### Pin map

Pins as bars across the die edge, other pins in gray.
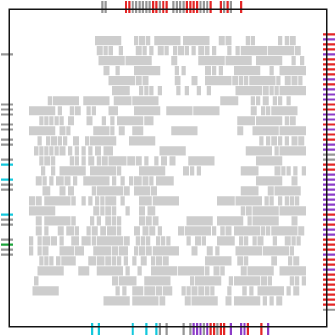
### Register map, names as in the netlist

Other sequential cells in the stronger gray, the rest of the logic in the fainter gray.
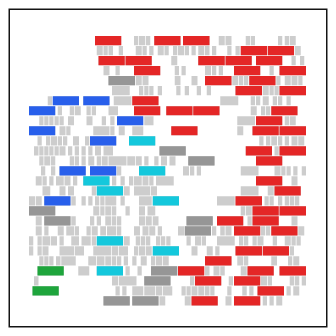
### The clock network

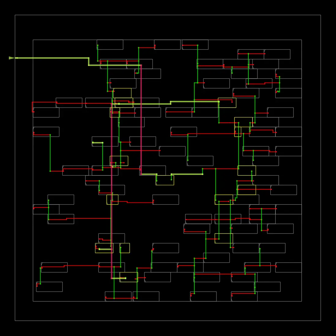
### Metal layers overlaid

The bar under the picture is 20 um long.
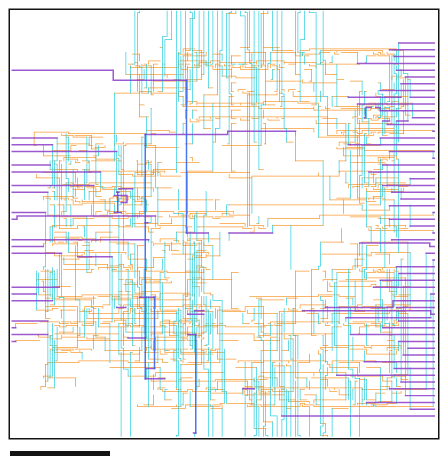
`src/rtl/instr_mem_loader.sv`:
```
// instr_mem_loader: packs decoded instruction fields into the 49-bit
// instruction word and writes the words sequentially into instruction memory
// from a programmed base address. Reports busy, done, word count and a
// sticky overflow flag when the address space runs out.
module instr_mem_loader #(
  parameter int ADDR_W = 8
) (
  input  logic              clk,
  input  logic              rst,
  input  logic              start,
  input  logic [ADDR_W-1:0] base_addr,
  input  logic              in_valid,
  output logic              in_ready,
  input  logic [4:0]        in_op,
  input  logic [1:0]        in_mode,
  input  logic [4:0]        in_src,
  input  logic [4:0]        in_dst,
  input  logic [31:0]       in_lit,
  input  logic              in_last,
  output logic              imem_we,
  output logic [ADDR_W-1:0] imem_addr,
  output logic [48:0]       imem_wdata,
  output logic              busy,
  output logic              done,
  output logic [ADDR_W:0]   count,
  output logic              err
);

  localparam logic [ADDR_W-1:0] LAST_ADDR = '1;

  typedef enum logic [1:0] {
    IDLE = 2'd0,
    LOAD = 2'd1,
    DONE = 2'd2
  } state_t;

  state_t              state;
  logic [ADDR_W-1:0]   wr_ptr;
  logic                wrapped;
  logic                beat_acc;

  // Canonical instruction layout: op | mode | src | dst | literal.
  function automatic logic [48:0] encode_word(
    input logic [4:0]  op,
    input logic [1:0]  mode,
    input logic [4:0]  src,
    input logic [4:0]  dst,
    input logic [31:0] lit
  );
    return {op, mode, src, dst, lit};
  endfunction

  assign in_ready = (state == LOAD);
  assign busy     = (state != IDLE);
  assign done     = (state == DONE);
  assign beat_acc = in_valid && (state == LOAD);

  // Session FSM plus the registered memory write port. Once the pointer has
  // passed the top of memory, further beats are consumed but dropped so the
  // upstream source never stalls and in_last still closes the session.
  always_ff @(posedge clk) begin
    if (rst) begin
      state      <= IDLE;
      wr_ptr     <= '0;
      wrapped    <= 1'b0;
      count      <= '0;
      err        <= 1'b0;
      imem_we    <= 1'b0;
      imem_addr  <= '0;
      imem_wdata <= '0;
    end else begin
      imem_we <= 1'b0;
      case (state)
        IDLE: begin
          if (start) begin
            state   <= LOAD;
            wr_ptr  <= base_addr;
            count   <= '0;
            err     <= 1'b0;
            wrapped <= 1'b0;
          end
        end
        LOAD: begin
          if (beat_acc) begin
            if (!wrapped) begin
              imem_we    <= 1'b1;
              imem_addr  <= wr_ptr;
              imem_wdata <= encode_word(in_op, in_mode, in_src, in_dst, in_lit);
              wr_ptr     <= wr_ptr + 1'b1;
              count      <= count + 1'b1;
              if (wr_ptr == LAST_ADDR) begin
                wrapped <= 1'b1;
              end
            end else begin
              err <= 1'b1;
            end
            if (in_last) begin
              state <= DONE;
            end
          end
        end
        DONE: begin
          state <= IDLE;
        end
        default: begin
          state <= IDLE;
        end
      endcase
    end
  end

endmodule

```
`config.mk`:
```
export PLATFORM = sky130hd
export DESIGN_NAME = instr_mem_loader
export DESIGN_NICKNAME = d
export VERILOG_FILES = /design/src/rtl/instr_mem_loader.sv
export SDC_FILE = /design/constraint.sdc
export NUM_CORES = 1
export LEC_CHECK = 0
export ABC_AREA = 1
export CORE_MARGIN = 5
export CORE_UTILIZATION = 55
export DETAILED_ROUTE_END_ITERATION = 12
export DONT_BUFFER_PORTS = 1
export HOLD_SLACK_MARGIN = 0.03
export PLACE_DENSITY = 0.82
export SLEW_MARGIN = 20
export SYNTH_ARGS = -nofsm -noshare
export SYNTH_HDL_FRONTEND = slang
export SYNTH_SLANG_ARGS = --single-unit
```
`constraint.sdc`:
```
create_clock -name clk -period 2.34 [get_ports clk]
set_input_delay 0.585 -clock clk [delete_from_list [all_inputs] [get_ports clk]]
set_output_delay 0.585 -clock clk [all_outputs]
set_load 0.03 [all_outputs]
```
==> Implementation_results.wiki <==
=== Physical design figures ===
{| class="wikitable"
! Metric !! Value
|-
| Register with the highest flop count || imem_wdata
|-
| Via count of the routed design || 2673
|-
| Switching power share of the total || 29.8%
|-
| Vert. Die Dim || 85.9 um
|-
| Resized cells post-CTS || 0
|-
| Initial antenna violation count || 0
|-
| Final core area utilization || 60.0%
|-
| Setup repair after global routing missed its margin || no
|-
| Met3 track demand over resource in global routing || 9.22%
|-
| Fraction of registers with async set or reset after synthesis || 0%
|-
| Critical path depth || 2
|-
| Hold Path Depth || 1
|-
| IO buf count || 0
|-
| Yosys aoi share || 15.9%
|-
| Post-place setup slack || 0.575 ns
|-
| Violation count after the first detailed-routing iteration || 166
|-
| Finished Layout Cells || 492
|-
| Syn nets || 488
|-
| Overall global routing resource usage || 20.2%
|-
| Die Width || 85.9 um
|-
| Mean post-synth cell area || 7.46 um2
|-
| Outcome || finished clean
|-
| Clock distribution area overhead in the final layout || 5.84%
|-
| Proportion of layout cells with a drive suffix above 1 || 7.62%
|-
| Synth Area in Adders || 0.791%
|-
| Global routing met2 resource utilization || 33.3%
|-
| Area of the multi-input gates || 1330 um2
|-
| Slew at the pin closest to its max-slew limit || 0.570 ns
|-
| Vias per Instance || 5.43
|-
| Insertion delay of the later-clocked pin in the worst-skew pair || 0.34 ns
|-
| Largest stage delay on the critical path || 0.45 ns
|-
| H-tree levels || 3
|-
| Post-route clock period utilization || 79.2%
|-
| Master cell of the clock root buffer || sky130_fd_sc_hd__clkbuf_8
|-
| EDFF count, synth || 0
|-
| Power Density || 852 nW/um2
|-
| Top post-synthesis cells by area || sky130_fd_sc_hd__dfxtp_1 (50%), sky130_fd_sc_hd__nor2_1 (15%), sky130_fd_sc_hd__o21ai_0 (11%)
|-
| Headroom to the max-slew limit || 61.9%
|-
| Worst-path maximum fanout || 3
|-
| Mapped cell area || 3160 um2
|-
| OpenROAD warnings || 26
|-
| Cell chain of the critical path || inv_1 > nor2_1
|-
| Half-perimeter wire length of the detailed placement result || 5240 um
|-
| Data required time at the worst endpoint || 1.75 ns
|-
| Initial cell density of the core || 57.1%
|-
| Smallest setup slack after layout || 0.486 ns
|-
| Detail Route met2 WL || 3500 um
|-
| Vias in the first global route || 2483
|-
| Sequential cell area || 1580 um2
|-
| R2R cell count || 6
|-
| Kind of launch point of the worst setup path || register
|-
| Number of non-clock buffers || 4
|}
Notes on 'Pin map' above:
Key: base_addr = cyan [pins 8, direction input, edge 5 south, 3 west]; in_last = green [pins 1, direction input, edge west]; imem_wdata = red [pins 49, direction output, edge 29 east, 14 north, 6 south]; in_lit = purple [pins 32, direction input, edge 24 east, 8 south]
All pins by edge: 56 east, 32 north, 25 south, 20 west.

Notes on 'Register map, names as in the netlist' above:
Key: imem_wdata = red [sequential cells 49]; state = green [sequential cells 2]; count = blue [sequential cells 9]; wr_ptr = cyan [sequential cells 8]

Notes on 'The clock network' above:
clock buffer count in the final layout: 12
worst setup skew after layout: 0.00493 ns
FFs & Latches: 79
Sinks on Clock Net: 79
power consumed by the clock network: 953 uW

Notes on 'Metal layers overlaid' above:
Key: met1 = orange [wire length 3030 um]; met2 = cyan [wire length 3500 um]; met3 = purple [wire length 878 um]; met4 = blue [wire length 118 um]

[Yosys cell counts, types with 2 or more instances]
library cell               count
sky130_fd_sc_hd__nor2_1      125
sky130_fd_sc_hd__dfxtp_1      79
sky130_fd_sc_hd__o21ai_0      68
sky130_fd_sc_hd__nand2_1      46
sky130_fd_sc_hd__inv_1        23
sky130_fd_sc_hd__a21oi_1      18
sky130_fd_sc_hd__nand3_1      15
sky130_fd_sc_hd__clkbuf_1     11
sky130_fd_sc_hd__buf_6         7
sky130_fd_sc_hd__buf_2         4
sky130_fd_sc_hd__or2_2         4
sky130_fd_sc_hd__a31oi_1       3
sky130_fd_sc_hd__a21oi_2       2
sky130_fd_sc_hd__buf_4         2
sky130_fd_sc_hd__ha_1          2
sky130_fd_sc_hd__nor3_1        2
sky130_fd_sc_hd__o21ai_1       2
Power and IR drop assume default switching activity.
